==> config.mk <==
export PLATFORM = sky130hd
export DESIGN_NAME = surf_rackctl_arbiter
export DESIGN_NICKNAME = d
export VERILOG_FILES = /design/src/rtl/surf_rackctl_arbiter.sv
export SDC_FILE = /design/constraint.sdc
export NUM_CORES = 1
export LEC_CHECK = 0
export ABC_AREA = 1
export CORE_MARGIN = 1.5
export CORE_UTILIZATION = 55
export CTS_BUF_LIST = sky130_fd_sc_hd__clkbuf_8
export DETAILED_ROUTE_END_ITERATION = 8
export DONT_BUFFER_PORTS = 1
export PLACE_DENSITY = 0.81
export SLEW_MARGIN = 5
export SYNTH_ARGS = -nofsm -noshare
export SYNTH_HDL_FRONTEND = slang
export SYNTH_SLANG_ARGS = --single-unit
==> constraint.sdc <==
create_clock -name sysclk_i -period 3.6 [get_ports sysclk_i]
set_clock_uncertainty 0.2 [all_clocks]
set_input_delay 0.72 -clock sysclk_i [delete_from_list [all_inputs] [get_ports sysclk_i]]
set_output_delay 0.72 -clock sysclk_i [all_outputs]
set_load 0.05 [all_outputs]
==> src/rtl/surf_rackctl_arbiter.sv <==
// surf_rackctl_arbiter: shares one surf_rackctl_phy between NREQ transaction requesters.
// Round-robin grant with one PHY transaction in flight. Mode 0/1 switches run as
// transaction-like operations. Errored transactions are retried, and a watchdog guards
// against a PHY that never completes.
//
// Ports:
//   sysclk_i, rst_n_i         clock, asynchronous active-low reset
//   req_i/addr_i/data_i       per-requester request level, {type,addr} slice, write data slice
//   ack_o/err_o               1-cycle completion pulses to the granted requester
//   resp_o                    read data of the last successful transaction
//   mode_req_i/mode_o         requested / committed rackctl mode
//   mode_ack_o/mode_err_o     mode switch finished / finished with error
//   busy_o                    arbiter not idle
//   txn_*_o, phy_mode_o       towards the PHY
//   txn_resp_i/done_i/err_i   from the PHY
module surf_rackctl_arbiter #(
  parameter int unsigned NREQ      = 2,
  parameter int unsigned RETRIES   = 1,
  parameter int unsigned WDOG_BITS = 10
) (
  input  logic               sysclk_i,
  input  logic               rst_n_i,
  input  logic [NREQ-1:0]    req_i,
  input  logic [NREQ*24-1:0] addr_i,
  input  logic [NREQ*32-1:0] data_i,
  output logic [NREQ-1:0]    ack_o,
  output logic [NREQ-1:0]    err_o,
  output logic [31:0]        resp_o,
  input  logic               mode_req_i,
  output logic               mode_o,
  output logic               mode_ack_o,
  output logic               mode_err_o,
  output logic               busy_o,
  output logic [23:0]        txn_addr_o,
  output logic [31:0]        txn_data_o,
  output logic               txn_start_o,
  output logic               phy_mode_o,
  input  logic [31:0]        txn_resp_i,
  input  logic               txn_done_i,
  input  logic               txn_err_i
);

  localparam int unsigned IW  = (NREQ > 1) ? $clog2(NREQ) : 1;
  localparam int unsigned RCW = (RETRIES > 0) ? $clog2(RETRIES + 1) : 1;
  localparam logic [RCW-1:0] RetryMax = RCW'(RETRIES);
  localparam logic [IW-1:0]  LastReq  = IW'(NREQ - 1);

  typedef enum logic [2:0] {
    StIdle, StIssue, StWait, StGap, StResp, StModeIssue, StModeWait
  } state_e;

  state_e              state_q, state_d;
  logic [IW-1:0]       grant_q, grant_d, last_grant_q, last_grant_d;
  logic [RCW-1:0]      retry_q, retry_d;
  logic [WDOG_BITS-1:0] wdog_q, wdog_d;
  logic [23:0]         addr_q, addr_d;
  logic [31:0]         data_q, data_d, resp_q, resp_d;
  logic                ok_q, ok_d;
  logic                mode_q, mode_d, phy_mode_q, phy_mode_d, mode_tgt_q, mode_tgt_d;
  logic                mode_ack_q, mode_ack_d, mode_err_q, mode_err_d;
  logic [NREQ-1:0]     mask_q, mask_d;

  logic [NREQ-1:0]     eligible;
  logic                grant_found;
  logic [IW-1:0]       grant_idx;
  logic                wdog_sat;

  assign wdog_sat = &wdog_q;

  // Round-robin search starting just after the last served requester.
  always_comb begin : p_grant
    int unsigned cand;
    cand        = 0;
    eligible    = req_i & ~mask_q;
    grant_found = 1'b0;
    grant_idx   = last_grant_q;
    for (int i = 1; i <= NREQ; i++) begin
      cand = (32'(last_grant_q) + 32'(i)) % NREQ;
      if (!grant_found && eligible[IW'(cand)]) begin
        grant_found = 1'b1;
        grant_idx   = IW'(cand);
      end
    end
  end

  always_comb begin
    state_d      = state_q;
    grant_d      = grant_q;
    last_grant_d = last_grant_q;
    retry_d      = retry_q;
    wdog_d       = wdog_q;
    addr_d       = addr_q;
    data_d       = data_q;
    resp_d       = resp_q;
    ok_d         = ok_q;
    mode_d       = mode_q;
    phy_mode_d   = phy_mode_q;
    mode_tgt_d   = mode_tgt_q;
    mode_ack_d   = 1'b0;
    mode_err_d   = 1'b0;
    mask_d       = '0;
    unique case (state_q)
      StIdle: begin
        if (mode_req_i != mode_q) begin
          mode_tgt_d = mode_req_i;
          state_d    = StModeIssue;
        end else if (grant_found) begin
          grant_d = grant_idx;
          addr_d  = addr_i[24*grant_idx +: 24];
          data_d  = data_i[32*grant_idx +: 32];
          retry_d = '0;
          state_d = StIssue;
        end
      end
      StIssue: begin
        wdog_d  = '0;
        state_d = StWait;
      end
      StWait: begin
        if (!wdog_sat) wdog_d = wdog_q + 1'b1;
        if (txn_done_i) begin
          resp_d  = txn_resp_i;
          ok_d    = 1'b1;
          state_d = StResp;
        end else if (txn_err_i) begin
          if (retry_q < RetryMax) begin
            retry_d = retry_q + 1'b1;
            state_d = StGap;
          end else begin
            ok_d    = 1'b0;
            state_d = StResp;
          end
        end else if (wdog_sat) begin
          ok_d    = 1'b0;
          state_d = StResp;
        end
      end
      StGap: state_d = StIssue;
      StResp: begin
        last_grant_d    = grant_q;
        // Requester drops req the cycle after ack/err; ignore it for one IDLE cycle.
        mask_d[grant_q] = 1'b1;
        state_d         = StIdle;
      end
      StModeIssue: begin
        phy_mode_d = mode_tgt_q;
        wdog_d     = '0;
        state_d    = StModeWait;
      end
      StModeWait: begin
        if (!wdog_sat) wdog_d = wdog_q + 1'b1;
        if (txn_done_i || txn_err_i || wdog_sat) begin
          // The PHY has switched regardless of the outcome, so commit anyway.
          mode_d     = phy_mode_q;
          mode_ack_d = 1'b1;
          mode_err_d = !txn_done_i;
          state_d    = StIdle;
        end
      end
      default: state_d = StIdle;
    endcase
  end

  always_ff @(posedge sysclk_i or negedge rst_n_i) begin
    if (!rst_n_i) begin
      state_q      <= StIdle;
      grant_q      <= '0;
      last_grant_q <= LastReq;
      retry_q      <= '0;
      wdog_q       <= '0;
      addr_q       <= '0;
      data_q       <= '0;
      resp_q       <= '0;
      ok_q         <= 1'b0;
      mode_q       <= 1'b0;
      phy_mode_q   <= 1'b0;
      mode_tgt_q   <= 1'b0;
      mode_ack_q   <= 1'b0;
      mode_err_q   <= 1'b0;
      mask_q       <= '0;
    end else begin
      state_q      <= state_d;
      grant_q      <= grant_d;
      last_grant_q <= last_grant_d;
      retry_q      <= retry_d;
      wdog_q       <= wdog_d;
      addr_q       <= addr_d;
      data_q       <= data_d;
      resp_q       <= resp_d;
      ok_q         <= ok_d;
      mode_q       <= mode_d;
      phy_mode_q   <= phy_mode_d;
      mode_tgt_q   <= mode_tgt_d;
      mode_ack_q   <= mode_ack_d;
      mode_err_q   <= mode_err_d;
      mask_q       <= mask_d;
    end
  end

  always_comb begin
    ack_o = '0;
    err_o = '0;
    if (state_q == StResp) begin
      if (ok_q) ack_o[grant_q] = 1'b1;
      else      err_o[grant_q] = 1'b1;
    end
  end

  assign resp_o      = resp_q;
  assign mode_o      = mode_q;
  assign mode_ack_o  = mode_ack_q;
  assign mode_err_o  = mode_err_q;
  assign busy_o      = (state_q != StIdle);
  assign txn_addr_o  = addr_q;
  assign txn_data_o  = data_q;
  assign txn_start_o = (state_q == StIssue);
  assign phy_mode_o  = phy_mode_q;

endmodule

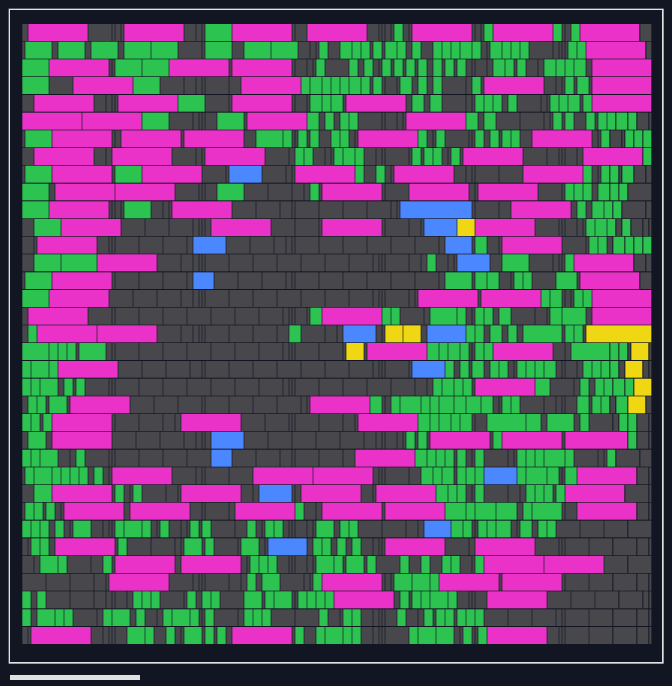
Figure 1: run 1, cells coloured by class.
The bar under the picture is 20 um long. Fill, decap, tap and diode cells in grey.
legend:
  blue:
    class: clock drivers and dummy loads
    cells: 16
    share_of_their_area: 4.2%
  green:
    class: combinational and other logic
    cells: 447
    share_of_their_area: 42%
  magenta:
    class: flops
    cells: 112
    share_of_their_area: 52%
  yellow:
    class: other buffers and delay cells
    cells: 9
    share_of_their_area: 1.6%
Core Region: 9200 sq um
Seq area share: 0.511
post-route cell area: 5490 sq um
row cnt: 35

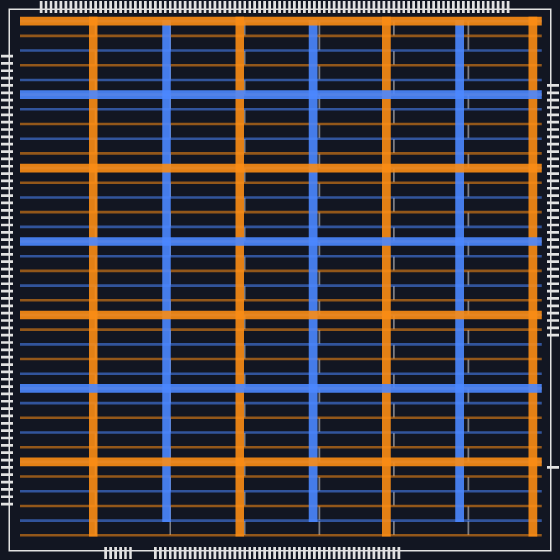
Figure 2: run 1, floorplan with the power grid.
Pins as bars on the die edge. Tap cells in grey.
legend:
  blue:
    net: VDD
  orange:
    net: VSS
tap cells: 111
rows: 35
met4 straps: 7
met1 rails: 36
peak supply drop: 0.649 mV
Die Span X: 100 um
Die Ht: 100 um

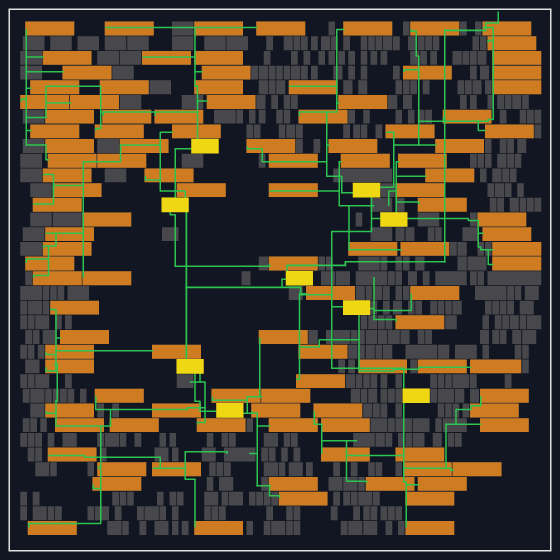
Figure 3: run 1, clock wires, drivers and flops.
legend:
  orange:
    item: flip-flops
    count: 112
  green:
    item: clock wires
    length: 1240 um
  yellow:
    item: clock drivers
    count: 9
routed clock nets: 10
P_clk: 0.828 mW
Clock power frac: 0.131

==> results.cfg, run 1 <==
; implementation run metrics
[routing]
ant_nets = 0
drc = 0
vias = 3886
drt_iter0_drc = 178
drt-pass1-iter-count = 5
vias_per_cell = 5.59

[yosys]
flop_cell = dfrtp_1
ys.flops = 112
fp_nets = 737
yosysUniqueCellTypes = 29
synth_warnings = 0
synthArstFlopShare = 1.00
syn_area_sq_um = 5170
ys_seq_frac = 0.542
yosys.area.top_type = dfrtp_1
synth-edff-count = 0
synth_top_area_share = 0.537
area_leaders = dfrtp_1 (54%), nand2_1 (13%), mux2_2 (7.0%)
syn_inst = 585
avgSynthCellArea_sq_um = 8.84
ys_cells = 585
yosys_area_sq_um = 5170

[timing]
worst_slack_ns = 0.659
fin_crit_sh = 0.817
max_freq_mhz = 340
tightest_slew_ns = 0.943
final_hold_viol_count = 0
drv_slew = 0
slew_headroom = 0.369
fin_hold_ws_ns = 0.0897
tns_ns = 0
period_needed_ns = 2.94

[global_routing]
grt_first_pass_wirelength_um = 18300
antenna_found_initial = 0
grtUsageTotal = 0.235

[place]
portBuffers = 0
dpl.hpwl_um = 8570
placed_area_sq_um = 5240
gp_congestion = 0.811
pre_cts_slack_ns = 0.947

[critical_path]
required_ns = 2.68
reg2reg_depth = 6
rrSetupSlack_ns = 1.08
rr_endpoint = txn_data_o[24]$_DFFE_PN0P_
start_kind = flop
cp_max_fo = 4
cp.arrival_ns = 2.02
critPathCaptureType = output port

[cells_and_area]
syn_to_final_growth_pct = 6.09
drive_above_1_share = 0.115
antennaDiodeCount = 0

[die]
initCoreUtil = 0.563
ios = 249
dieArea_sq_um = 10000

[clocking]
cts_tree = yes
cts_buffer_depth = 2
cts_made_buffers = 9
clock_latency_ns = 0.36
cts_root_buffer = clkbuf_8
post_cts_buffers = 0
cts.repair.resized = 0
h-tree-depth = 3

[run]
maxCapViolCount = 0
warning_count = 28

[outcome]
outcome = finished clean

[hold_path]
holdCritPathClass = in -> async

[power]
p_leak_nw = 2.86
p_total_mw = 6.32
power_density_nw_per_um2 = 1150
[run 1: synthesized netlist by cell type (10+ instances only)]
library cell    n
nand3_1        14
mux2_2         32
nor2_1         65
buf_2          11
clkbuf_1       10
inv_1          57
o211ai_1       29
dfrtp_1       111
nand2_1       186
o21ai_0        34
[run 1: metrics by stage]
step	std cells	utilization
floorplan	585	-
global placement	678	0.569
detailed placement	678	0.569
CTS	695	0.597
global route	695	0.597
finish	695	0.597
[run 1: worst max-delay path, cell delays in order, from the launching register on]
cell and delay (ns):
dfrtp_1 0.42, inv_1 0.08, nor2_1 0.26, inv_1 0.15, nor2_1 0.74
[run 1: logic make-up after synthesis]
kind of cell / synth area share
and+or+nand+nor: 0.215
DFF: 0.542
xor gates and xnor gates: 0.0119
buffers and inverters: 0.0694
adders and majority gates: 0.00242
AOI/OAI and AO/OA: 0.0871
muxes: 0.0726
[run 1: per-layer routing]
| metal | GRT usage | share of wire | up-vias |
|---|---|---|---|
| li1 | - | - | 1843 |
| met1 | 0.285 | 0.40 | 1851 |
| met2 | 0.407 | 0.51 | 179 |
| met3 | 0.0641 | 0.079 | 13 |
| met4 | 0.0748 | 0.011 | 0 |
| met5 | 0 | 0 | - |
[run 1: power breakdown]
group          switching (mW)  total [mW]  internal, mW
Sequential               2.24        4.03          1.79
Combinational           0.915        1.47         0.550
Clock                   0.476       0.828         0.352
Total                    3.63        6.32          2.69
[run 1: timing repair]
| action | in CTS | in global routing |
|---|---|---|
| endpoints found under the setup margin | 0 | 0 |
| hold buffers | 1 | 0 |
| endpoints found under the hold margin | 112 | 0 |
[run 1: how the worst max path moves through the flow]
stage	slack [ns]	cells after the start	from	end
CTS	0.65	4	state_q[0]$_DFFE_PN0P_	txn_start_o
floorplan	0.75	4	state_q[2]$_DFFE_PN0P_	ack_o[0]
global route	0.56	4	state_q[0]$_DFFE_PN0P_	txn_start_o
finish	0.66	4	state_q[0]$_DFFE_PN0P_	txn_start_o
global placement	1.02	5	req_i[0]	txn_data_o[5]$_DFFE_PN0P_
detailed placement	0.95	5	req_i[0]	txn_data_o[18]$_DFFE_PN0P_
[run 1: cell type report]
cell class                 count  area [sq um]
inverter                      57           214
multi-input combinational    390          2020
tap                          111           139
clock buffer                   9           124
fill                         753          3710
sequential                   112          2800
clock inverter                 7           103
timing repair buffer           9          87.6
[run 1: flip-flops by register name, summed over array words and instances (netlist names), 2 cells and up]
signal      cells
wdog_q         10
resp_o         32
txn_data_o     32
state_q         3
mask_q          2
txn_addr_o     24
[run 1: cell usage in the layout (no fill, tap or decap), types with 2 or more instances in the layout]
cell      count
nand2_1     186
nor2_1       65
xor2_1        4
o22ai_1       2
clkbuf_8      9
o21ai_1       2
o211ai_1     29
mux2_2       32
nor3_1        4
nand3_1      14
o21ai_0      34
nor2_4        2
nand4_1       2
inv_8         2
buf_4         8
inv_6         2
a21oi_1       3
dfrtp_1     111
xnor2_1       3
inv_1        57
Figure 4. Metal 2 (run 1).
The bar under the picture is 20 um long.
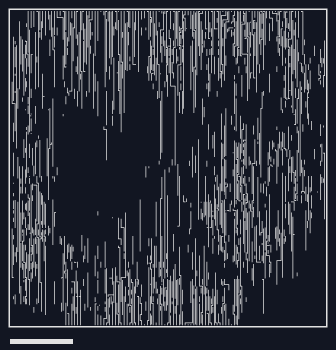

==> run 2, diff against run 1 <==
Clock period 3.6 ns to 2.9 ns, I/O delays scaled along.
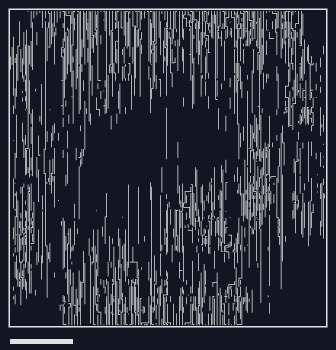
Figure 5: run 2, metal 2.
The bar under the picture is 20 um long.
share of all routed wire: 52%
main direction: vertical
longest straight run: 49.3 um
wire length on this layer: 5930 um
nets with wire on the layer: 592
M2 GR Usage: 0.386
Final Routed Wirelength: 11500 um
vias: 3880

==> results.cfg, run 2 <==
; implementation run metrics
[timing]
final_hold_viol_count = 112
period_needed_ns = 2.61
fin_hold_ws_ns = -0.304
setup_viol = 0
tightest_slew_ns = 0.654
max_freq_mhz = 383
tns_ns = 0
slew_headroom = 0.564
rsz0062_at_grt = false
drv_slew = 0
fin_crit_sh = 0.899

[routing]
drt-pass1-iter-count = 7
vias_per_cell = 5.57
ant_nets = 0
wl_per_cell_um = 16.5
drt_iter0_drc = 145
drc = 0

[yosys]
synth-edff-count = 0
topCombFamilyByArea = simple AND/OR/NAND/NOR gates
fp_nets = 737
yosysUniqueCellTypes = 29
yosys.area.top_type = dfrtp_1
avgSynthCellArea_sq_um = 8.84
ys_seq_frac = 0.542
syn_inst = 585
synthTopCellsByCount = nand2_1 (186), dfrtp_1 (111), nor2_1 (65)
synth_top_area_share = 0.537
synth_warnings = 0
synth.area.mux_share = 0.0726
area_leaders = dfrtp_1 (54%), nand2_1 (13%), mux2_2 (7.0%)
most_common_cell = nand2_1
flop_cell = dfrtp_1
ys.flops = 112
ys_cells = 585
yosys_area_sq_um = 5170
synthArstFlopShare = 1.00
ys_sh_simple = 0.215
post_synth_fa_ha_maj_area_fraction = 0.00242
compound_area_frac = 0.0871
syn_area_sq_um = 5170
synthXorXnorAreaFrac = 0.0119

[cells_and_area]
seq_area_sq_um = 2800
mi_logic_area_sq_um = 2020
antennaDiodeCount = 0
drive_above_1_share = 0.116
fillers = 766
syn_to_final_growth_pct = 6.02
layout_top_cells = nand2_1 (186), dfrtp_1 (111), nor2_1 (65), inv_1 (57), o21ai_0 (34)
fin_nets = 732
layout.cells.most_common = nand2_1

[clocking]
cts.repair.resized = 0
post_cts_buffers = 0
clock_latency_ns = 0.37
h-tree-depth = 3
cts_buffer_depth = 2
clkTransAtPathRegs_ns = 0.12
cts_root_buffer = clkbuf_8
clock-sinks = 112
cts_tree = yes
cts_made_buffers = 9

[run]
warning_count = 30
maxCapViolCount = 0

[critical_path]
cp_max_fo = 6
critPathCaptureType = output port
crit_type = reg -> out
start_kind = flop
rrSetupSlack_ns = 0.81
required_ns = 2.12
cp.arrival_ns = 1.83

[hold_path]
holdCritPathClass = in -> async

[power]
clkPwrFrac = 0.125
power_density_nw_per_um2 = 1420
p_total_mw = 7.78
netSwitchingPower_mw = 4.49
combPwrFrac = 0.234
seqPwrFrac = 0.641
p_leak_nw = 2.86
p_int_mw = 3.29
swShare = 0.577

[die]
die_h_um = 100
num_rows = 35
ios = 249
coreArea_sq_um = 9200
dieArea_sq_um = 10000
die_w_um = 100
initCoreUtil = 0.563

[global_routing]
grt_max_degree = 113
gr-total-overflow = 0
grtUsageTotal = 0.231
grt_pass1_vias = 3761
antenna_found_initial = 0
grt_first_pass_wirelength_um = 18100

[place]
portBuffers = 0
gp_congestion = 0.873
dpl.hpwl_um = 8370

[outcome]
outcome = finished, violations left
violations = hold timing
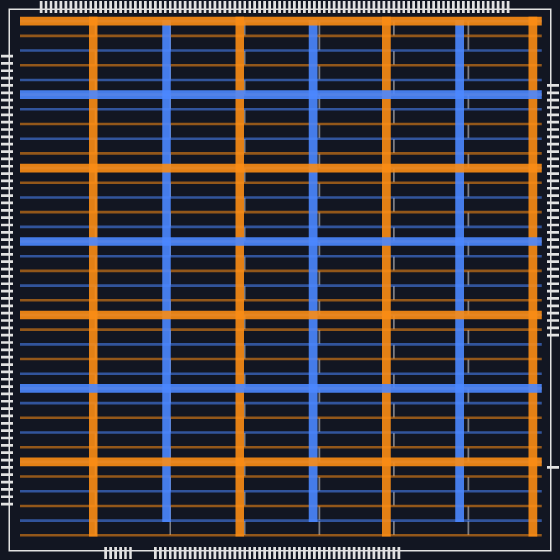
Figure 6: run 2, floorplan with the power grid.
Pins as bars on the die edge. Tap cells in grey.
legend:
  orange:
    net: VSS
  blue:
    net: VDD
met4 straps: 7
tap cells: 111
met5 straps: 7
rows: 35
met1 rails: 36
peak supply drop: 0.894 mV

-- run 2: per-stage QoR --
stage / hold slack, ns / setup WS [ns] / util / cell area (sq um) / instances
final: -0.304 / 0.292 / 0.596 / 5490 / 696
after global routing: -0.348 / 0.110 / 0.596 / 5490 / 696
after CTS: -0.335 / 0.297 / 0.596 / 5490 / 696
after detailed placement: 0.0888 / 0.726 / 0.572 / 5260 / 680
after global placement: 0.0883 / 0.816 / 0.572 / 5260 / 680
after floorplan: 0.0844 / 0.189 / - / 5170 / 585
-- run 2: cell families after synthesis --
logic type	count (synthesis)
AND-OR/OR-AND	72
multiplexers	33
flip-flops	112
XOR/XNOR	7
buffers and inverters	83
AND/OR/NAND/NOR	277
adder cells (fa/ha/maj)	1
-- run 2: per-layer routing --
layer  vias to the layer above  GRT usage  share of wire
met2                       188      0.386           0.52
met4                         0     0.0856          0.012
met1                      1831      0.288           0.39
met5                         -          0              0
li1                       1845          -              -
met3                        16     0.0627          0.082
-- run 2: final cells by class --
class                      count  area share
sequential                   112       0.511
multi-input combinational    390       0.368
inverter                      57      0.0390
tap                          111      0.0253
clock buffer                   9      0.0226
clock inverter                 7      0.0180
timing repair buffer          10      0.0160
-- run 2: power groups by stage --
stage / Sequential (mW) / Combinational, mW / Clock, mW
2_1_floorplan: 4.82 / 1.53 / 0
3_3_place_gp: 4.99 / 1.73 / 0
3_5_place_dp: 5.01 / 1.85 / 0
4_1_cts: 4.99 / 1.85 / 1.00
5_1_grt: 5.06 / 2.10 / 1.07
6_report: 4.99 / 1.82 / 0.969
-- run 2: final timing paths --
check                                       start                    endpoint  depth (start not counted)
max reg2reg                    mode_o$_DFFE_PN0P_   txn_addr_o[2]$_DFFE_PN0P_                          6
max in group asynchronous                 rst_n_i   txn_addr_o[5]$_DFFE_PN0P_                          0
min                                       rst_n_i  txn_addr_o[21]$_DFFE_PN0P_                          0
max                        state_q[2]$_DFFE_PN0P_                    ack_o[0]                          5
min reg2reg                mode_tgt_q$_DFFE_PN0P_      mode_tgt_q$_DFFE_PN0P_                          2
min in group sysclk_i                  txn_done_i        mode_err_o$_DFF_PN0_                          1
-- run 2: worst max-delay path, cell delays in order (launching register included) --
cell     delay [ns]
dfrtp_1        0.54
inv_1          0.12
nor3_1         0.25
inv_1          0.13
nor3_1         0.20
buf_4          0.24
No activity file was given, so power comes from the tool's default toggle rates.
